Run 1, selected gate families:
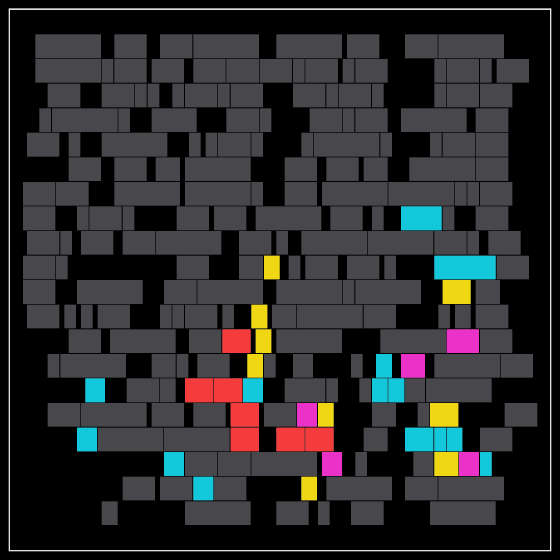
Run 1, metal 2:
Scale bar: 20 µm.
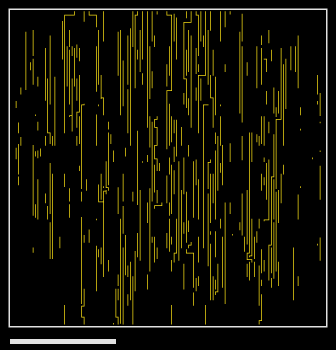
Run 1, metal 3:
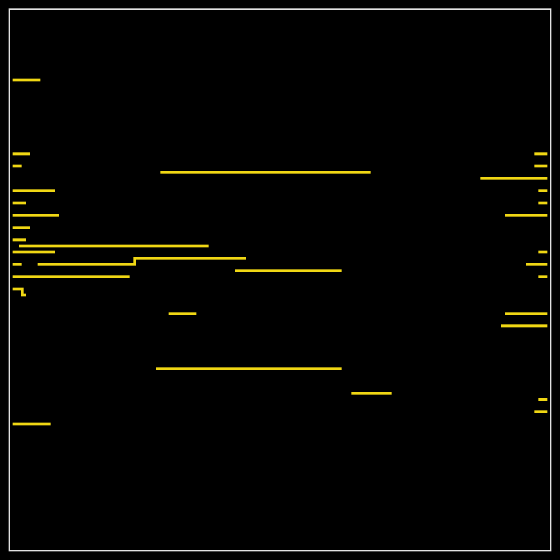
===== config.mk =====
export PLATFORM = sky130hd
export DESIGN_NAME = reg_upper_reader
export DESIGN_NICKNAME = d
export VERILOG_FILES = /design/src/rtl/reg_read_pkg.sv /design/src/rtl/reg_range_counter.sv /design/src/rtl/reg_upper_reader.sv
export SDC_FILE = /design/constraint.sdc
export NUM_CORES = 1
export LEC_CHECK = 0
export ABC_CLOCK_PERIOD_IN_PS = 2400
export CAP_MARGIN = 0
export CORE_UTILIZATION = 48
export DETAILED_ROUTE_END_ITERATION = 10
export PLACE_DENSITY_LB_ADDON = 0.25
export SYNTH_ARGS = -nofsm -noshare
export SYNTH_HDL_FRONTEND = slang
export SYNTH_HIERARCHICAL = 1
export SYNTH_SLANG_ARGS = --single-unit

===== constraint.sdc =====
create_clock -name clock -period 2.4 [get_ports clock]
set_input_delay 0.36 -clock clock [delete_from_list [all_inputs] [get_ports clock]]
set_output_delay 0.36 -clock clock [all_outputs]
set_load 0.02 [all_outputs]

===== src/rtl/reg_read_pkg.sv =====
// Shared constants and state encoding for the register upper-byte reader.
// The LUI_SHIFT constant is common with the lui write path (imm8 << 8).
package reg_read_pkg;

    localparam int REG_AW    = 4;
    localparam int DATA_W    = 16;
    localparam int IMM_W     = 8;
    localparam int LUI_SHIFT = DATA_W - IMM_W;

    typedef enum logic [2:0] {
        ST_IDLE,
        ST_ISSUE,
        ST_CAPTURE,
        ST_PRESENT,
        ST_DONE
    } state_t;

    // Recovers the lui immediate from a register value.
    function automatic logic [IMM_W-1:0] upper_imm(input logic [DATA_W-1:0] data);
        logic [DATA_W-1:0] shifted;
        shifted   = data >> LUI_SHIFT;
        upper_imm = shifted[IMM_W-1:0];
    endfunction

endpackage


===== src/rtl/reg_range_counter.sv =====
// Register range walker: holds the current index and the last index of a scan.
// load captures the range, inc steps idx with natural 4-bit wrap (15 -> 0).
module reg_range_counter
    import reg_read_pkg::*;
(
    input  logic              clock,
    input  logic              reset,
    input  logic              load,
    input  logic              inc,
    input  logic [REG_AW-1:0] first_reg,
    input  logic [REG_AW-1:0] last_reg,
    output logic [REG_AW-1:0] idx,
    output logic              is_last
);

    logic [REG_AW-1:0] last;

    // Range registers: load on scan start, step on each accepted result.
    // NOTE: sequential state uses non-blocking assignments so every register samples pre-edge values.
    always_ff @(posedge clock) begin
        if (!reset) begin
            idx  <= '0;
            last <= '0;
        end else if (load) begin
            idx  <= first_reg;
            last <= last_reg;
        end else if (inc) begin
            idx  <= idx + 1'b1;
        end
    end

    assign is_last = (idx == last);

endmodule


===== src/rtl/reg_upper_reader.sv =====
// Sequential read-back unit: walks a RegFile range through one read port and
// presents each register's upper-byte immediate on a valid/ready output.
// Optional macro LUI_FORM_CHECK_EN adds lui_err (low byte non-zero flag).
module reg_upper_reader
    import reg_read_pkg::*;
(
    input  logic              clock,
    input  logic              reset,
    input  logic              start,
    input  logic [REG_AW-1:0] first_reg,
    input  logic [REG_AW-1:0] last_reg,
    output logic [REG_AW-1:0] read_reg,
    input  logic [DATA_W-1:0] read_data,
    output logic              out_valid,
    input  logic              out_ready,
    output logic [REG_AW-1:0] out_reg,
    output logic [IMM_W-1:0]  out_imm,
    output logic [IMM_W-1:0]  out_low,
    output logic              busy,
    output logic              done
`ifdef LUI_FORM_CHECK_EN
    ,
    output logic              lui_err
`endif
);

    state_t            state;
    state_t            state_next;
    logic [REG_AW-1:0] idx;
    logic              is_last;
    logic              accept;
    logic              load;
    logic              inc;

    assign accept = out_valid && out_ready;
    assign load   = (state == ST_IDLE) && start;
    assign inc    = (state == ST_PRESENT) && accept && !is_last;

    reg_range_counter u_range (
        .clock     (clock),
        .reset     (reset),
        .load      (load),
        .inc       (inc),
        .first_reg (first_reg),
        .last_reg  (last_reg),
        .idx       (idx),
        .is_last   (is_last)
    );

    // State register; busy and done are registered from the next state.
    always_ff @(posedge clock) begin
        if (!reset) begin
            state <= ST_IDLE;
            busy  <= 1'b0;
            done  <= 1'b0;
        end else begin
            state <= state_next;
            busy  <= (state_next != ST_IDLE);
            done  <= (state_next == ST_DONE);
        end
    end

    // Next-state logic for the scan sequence.
    // NOTE: state_next gets a default first so no path leaves it unassigned and no latch is inferred.
    always_comb begin
        state_next = state;
        case (state)
            ST_IDLE:    if (start) state_next = ST_ISSUE;
            ST_ISSUE:   state_next = ST_CAPTURE;
            ST_CAPTURE: state_next = ST_PRESENT;
            ST_PRESENT: if (accept) state_next = is_last ? ST_DONE : ST_ISSUE;
            ST_DONE:    state_next = ST_IDLE;
            default:    state_next = ST_IDLE;
        endcase
    end

    // Read-port address and result registers; data holds steady while presented.
    always_ff @(posedge clock) begin
        if (!reset) begin
            read_reg  <= '0;
            out_valid <= 1'b0;
            out_reg   <= '0;
            out_imm   <= '0;
            out_low   <= '0;
        end else begin
            case (state)
                ST_ISSUE: read_reg <= idx;
                ST_CAPTURE: begin
                    out_imm   <= upper_imm(read_data);
                    out_low   <= read_data[IMM_W-1:0];
                    out_reg   <= idx;
                    out_valid <= 1'b1;
                end
                ST_PRESENT: if (accept) out_valid <= 1'b0;
                default: ;
            endcase
        end
    end

`ifdef LUI_FORM_CHECK_EN
    // Flags a captured value whose low byte is non-zero (not lui-form).
    always_ff @(posedge clock) begin
        if (!reset) begin
            lui_err <= 1'b0;
        end else if (state == ST_CAPTURE) begin
            lui_err <= (read_data[IMM_W-1:0] != '0);
        end else if (state == ST_PRESENT && accept) begin
            lui_err <= 1'b0;
        end
    end
`endif

endmodule

==> flow_summary.json, run 1 <==
{
  "cts.path.max_buffers": 2,
  "floorplan.rows": 20,
  "synth_area_per_cell_um2": 9.54,
  "synth.area.mux_share_pct": 18.1,
  "dr_wl_met3_um": 177,
  "combinationalPower_mw": 0.252,
  "n_tap_cell": 44,
  "final_critical_path_setup_slack_ns": 0.554,
  "powerClk_mw": 0.342,
  "top_signal_layer_used": "met4",
  "sh_seq_area_pct": 34.5,
  "number_of_multi_input_combinational_cells": 118,
  "topCellsByArea": "dfxtp_1 47%, mux2i_1 18%, nand2_1 11%",
  "die_h_um": 59.8,
  "yosys_warnings": 6,
  "max_cap_viol_count": 0,
  "clk_transition_reported_paths_ns": 0.11,
  "delay_heaviest_family_cp": "simple AND/OR/NAND/NOR gates",
  "drt_first_iter_violations": 56,
  "globalRoute.totalOverflow": 0,
  "report.final.setup_viol": 0,
  "cp_max_fo": 5,
  "data_required_time_at_the_worst_endpoint_ns": 2.65,
  "ys_area_mm2": 0.00160,
  "skew_final_ns": 0.00811,
  "cts_root_buffer": "clkbuf_4",
  "fa_ha_area_share_pct": 0.781,
  "gp_routability_congestion": 0.831,
  "clock_tree_from_tritoncts": "done",
  "internal_power_mw": 0.945,
  "maxSlewHeadroom_pct": 61.8,
  "combinationalPowerShare_pct": 19.5,
  "synth.cellmix.xorXnorShare_pct": 3.83,
  "sw_frac_of_total_pct": 26.9,
  "synth.largest_area_cell": "dfxtp_1",
  "worstSetupStartpoint": "u_range/idx[0]$_SDFFE_PN0P_",
  "vdd_ir_drop_max_v": 0.000333,
  "power_total_mw": 1.29,
  "timing.critical_path.slowest_stage_cell": "nor4_1",
  "grt_start_max_net_pins": 48,
  "cp_data_arrival_time_ns": 2.09,
  "dp.final_hpwl_mm": 2.46,
  "grt_antenna_before_repair": 0,
  "final_core_util_pct": 71.0,
  "stdcell_area_mm2": 0.00220,
  "async_reset_ff_share_pct": 0,
  "ys_sh_simple_pct": 21.4,
  "final_layout_top_logic_cells": "53 x clkdlybuf4s50_1, 49 x nand2_1, 38 x dfxtp_1, 29 x mux2i_1, 6 x xor2_1",
  "gr_layer_usage_met3_pct": 6.93,
  "insertion_delay_ns": 0.34,
  "postSynthNetCount": 197,
  "outcome": "complete, no violations",
  "power.leakage_nw": 0.834,
  "timing.reg2reg.setup_slack_ns": 0.55,
  "largestPowerGroup": "sequential cells",
  "nNetsFinal": 251,
  "placedCellCount": 259,
  "timing_worst_setup_path_type": "reg -> reg",
  "fmax_mhz": 542,
  "final_antenna_net_count": 0,
  "startpoint_type": "flop",
  "finalMaxSlewViolations": 0
}
## Picture notes: 'selected gate families'
| color | family | cells |
|---|---|---|
| magenta | AND and OR gates | 5 |
| yellow | inverting AOI/OAI gates | 9 |
| red | XOR/XNOR gates | 7 |
| cyan | NOR gates | 14 |
multi-input gate share of the layout cell area: 34.6%
leading cell type in the layout, fill and taps excluded: clkdlybuf4s50_1
final cell count without fillers: 267

## Picture notes: 'metal 2'
main direction: vertical
wire length on this layer: 1750 µm
nets with wire on the layer: 218
longest straight run: 27.0 µm
share of all routed wire: 51%
met2 Track Usage GR: 35.7%
via total after detailed routing: 1320

## Picture notes: 'metal 3'
nets with wire on the layer: 29
share of all routed wire: 5.2%
wire length on this layer: 177 µm
main direction: horizontal
longest straight run: 23.0 µm

Run 1, routing congestion map:
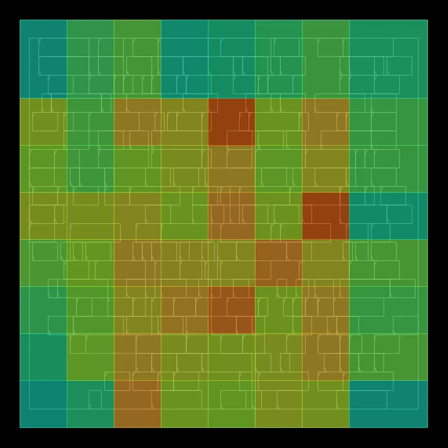

==> inputs of run 2 (changes only) <==
ABC_CLOCK_PERIOD_IN_PS = 1800   (was 2400)
CORE_UTILIZATION = 44   (was 48)
clock period = 1.8 ns   (was 2.4 ns; I/O delays follow)
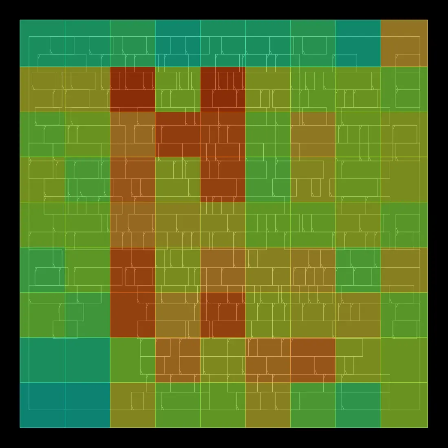
Run 2: routing congestion map
total global-route track usage: 20.4%
grt peak-use layer: met2
GR Layer Usage met3: 6.07%
global routing usage on met1: 21.5%
met2 Track Usage GR: 38.2%

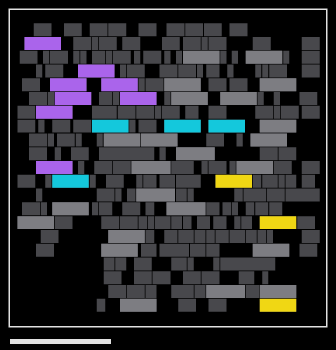
Run 2: sequential cells colored by netlist name
Scale bar: 20 µm. Other sequential cells in the stronger gray, the rest of the logic in the fainter gray.
| color | signal | placed flops |
|---|---|---|
| yellow | state | 3 |
| purple | out_imm | 8 |
| cyan | out_reg | 4 |

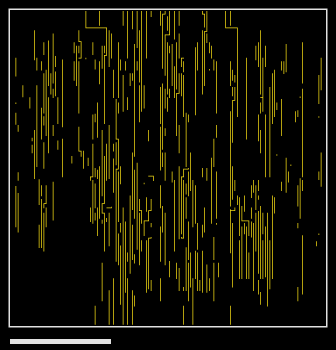
Run 2: metal 2
Scale bar: 20 µm.
main direction: vertical
share of all routed wire: 52%
longest straight run: 22.9 µm
wire length on this layer: 1870 µm
via total after detailed routing: 1356
Total Wirelength: 3.60 mm

==> run 2 against run 1 <==
  * Final cell count increased by 3.0%
  * Hold slack better by 0.028 ns
  * Register-to-register slack lost 0.41 ns
  * Total power is 59% higher
  * Critical endpoint unchanged
==> flow_summary.json, run 2 <==
{
  "power.leakage_nw": 0.893,
  "fin_cells": 275,
  "fp_util_pct": 46.9,
  "synth.largest_area_cell": "dfxtp_1",
  "post_synth_num_cell_types": 30,
  "worstRegToRegCells": 8,
  "fmax_mhz": 603,
  "cts_hold_buffers": 0,
  "synth_area_per_cell_um2": 9.54,
  "cp_num_buf_inv": 2,
  "n_tap_cell": 46,
  "vdd_ir_drop_max_v": 0.000553,
  "synth.area.mux_share_pct": 18.1,
  "cts.path.max_buffers": 2,
  "cts_max_level": 2,
  "crit_path_cell_trace": "xor2_1 -> nor4_2 -> buf_4 -> nor3_1 -> buf_4 -> mux2i_2 -> o21ai_0 -> and2_1",
  "final_critical_path_setup_slack_ns": 0.141,
  "via_count_of_the_first_global_routing_pass": 1407,
  "common_cells": "49 x nand2_1, 38 x dfxtp_1, 29 x mux2i_1, 6 x xor2_1",
  "fp.coreArea_mm2": 0.00342,
  "timing_worst_slew_pin_value_ns": 0.484,
  "timing.reg2reg.setup_slack_ns": 0.14,
  "largestPowerGroup": "sequential cells",
  "ys_sh_simple_pct": 21.4,
  "async_reset_ff_share_pct": 0,
  "final_layout_top_logic_cell": "clkdlybuf4s50_1",
  "combinationalPowerShare_pct": 18.0,
  "cts_buffers": 5,
  "max_cap_viol_count": 0,
  "worstSetupEndpointType": "flop",
  "cp_max_fo": 4,
  "internal_power_mw": 1.56,
  "n_antenna_cell": 0,
  "grt_start_max_net_pins": 27,
  "share_of_power_burned_in_the_clock_network_pct": 36.7,
  "powerClk_mw": 0.753,
  "top_signal_layer_used": "met4",
  "met2_length_mm": 1.87,
  "final_core_util_pct": 68.1,
  "timing.critical_path.slowest_stage_cell": "dfxtp_2",
  "timing_worst_setup_path_type": "reg -> reg",
  "insertion_delay_ns": 0.34,
  "ys_area_mm2": 0.00160,
  "topCellsByArea": "dfxtp_1 47%, mux2i_1 18%, nand2_1 11%",
  "sw_frac_of_total_pct": 23.9,
  "final_antenna_net_count": 0,
  "cts_root_buffer": "clkbuf_4",
  "delay_heaviest_family_cp": "simple AND/OR/NAND/NOR gates",
  "maxSlewHeadroom_pct": 67.6,
  "multi_input_comb_area_um2": 779,
  "outcome": "complete, no violations",
  "worstSetupStartpoint": "u_range/idx[3]$_SDFFE_PN0P_",
  "cts.sinks": 38,
  "final_layout_size_suffix_gt1_share_pct": 12.7,
  "area.share.combinational_pct": 33.5,
  "nNetsFinal": 257,
  "skew_final_ns": 0.00564,
  "placedCellCount": 267,
  "report.final.setup_viol": 0,
  "syn_inst": 168,
  "gp_routability_congestion": 0.753,
  "dieWidth_um": 62.4,
  "setup_total_negative_slack_ns": 0,
  "startpoint_type": "flop",
  "clock_tree_from_tritoncts": "done",
  "synth.cellmix.xorXnorShare_pct": 3.83,
  "ff_latch_count": 38,
  "die_h_um": 62.4,
  "floorplan.rows": 21,
  "dr_wl_met3_um": 183,
  "globalRoute.totalOverflow": 0,
  "grt_antenna_before_repair": 0,
  "hold_viol": 0,
  "power_total_mw": 2.05,
  "yosys_cells": 168,
  "finalMaxSlewViolations": 0,
  "min_path_type": "in -> reg",
  "drt_first_iter_violations": 57,
  "postSynthNetCount": 197,
  "number_of_drc_violations_after_detailed_routing": 0,
  "num_io_pins": 55,
  "cp_data_arrival_time_ns": 1.91,
  "synth_sequential_area_ratio_pct": 47.5,
  "stdcell_area_mm2": 0.00233,
  "dp.final_hpwl_mm": 2.57,
  "final_layout_top_logic_cells": "53 x clkdlybuf4s50_1, 49 x nand2_1, 33 x dfxtp_1, 28 x mux2i_1, 9 x buf_4",
  "data_required_time_at_the_worst_endpoint_ns": 2.05,
  "endpoint": "u_range/idx[1]$_SDFFE_PN0P_",
  "sh_seq_area_pct": 33.0,
  "number_of_multi_input_combinational_cells": 118,
  "worst-path-stages": 8,
  "clk_transition_reported_paths_ns": 0.11,
  "ctsResizeCount": 0,
  "fa_ha_area_share_pct": 0.781,
  "nNonClkInverters": 2,
  "post_synth_main_logic_family": "simple AND/OR/NAND/NOR gates",
  "timing.final.crit_period_ns": 1.66,
  "yosys_warnings": 6,
  "edf_count": 0,
  "seq_power_share_pct": 45.3,
  "nNonClkBuffers": 63,
  "post-synth-top-area-fraction_pct": 47.5,
  "combinationalPower_mw": 0.371
}
No activity file was given, so power comes from the tool's default toggle rates.
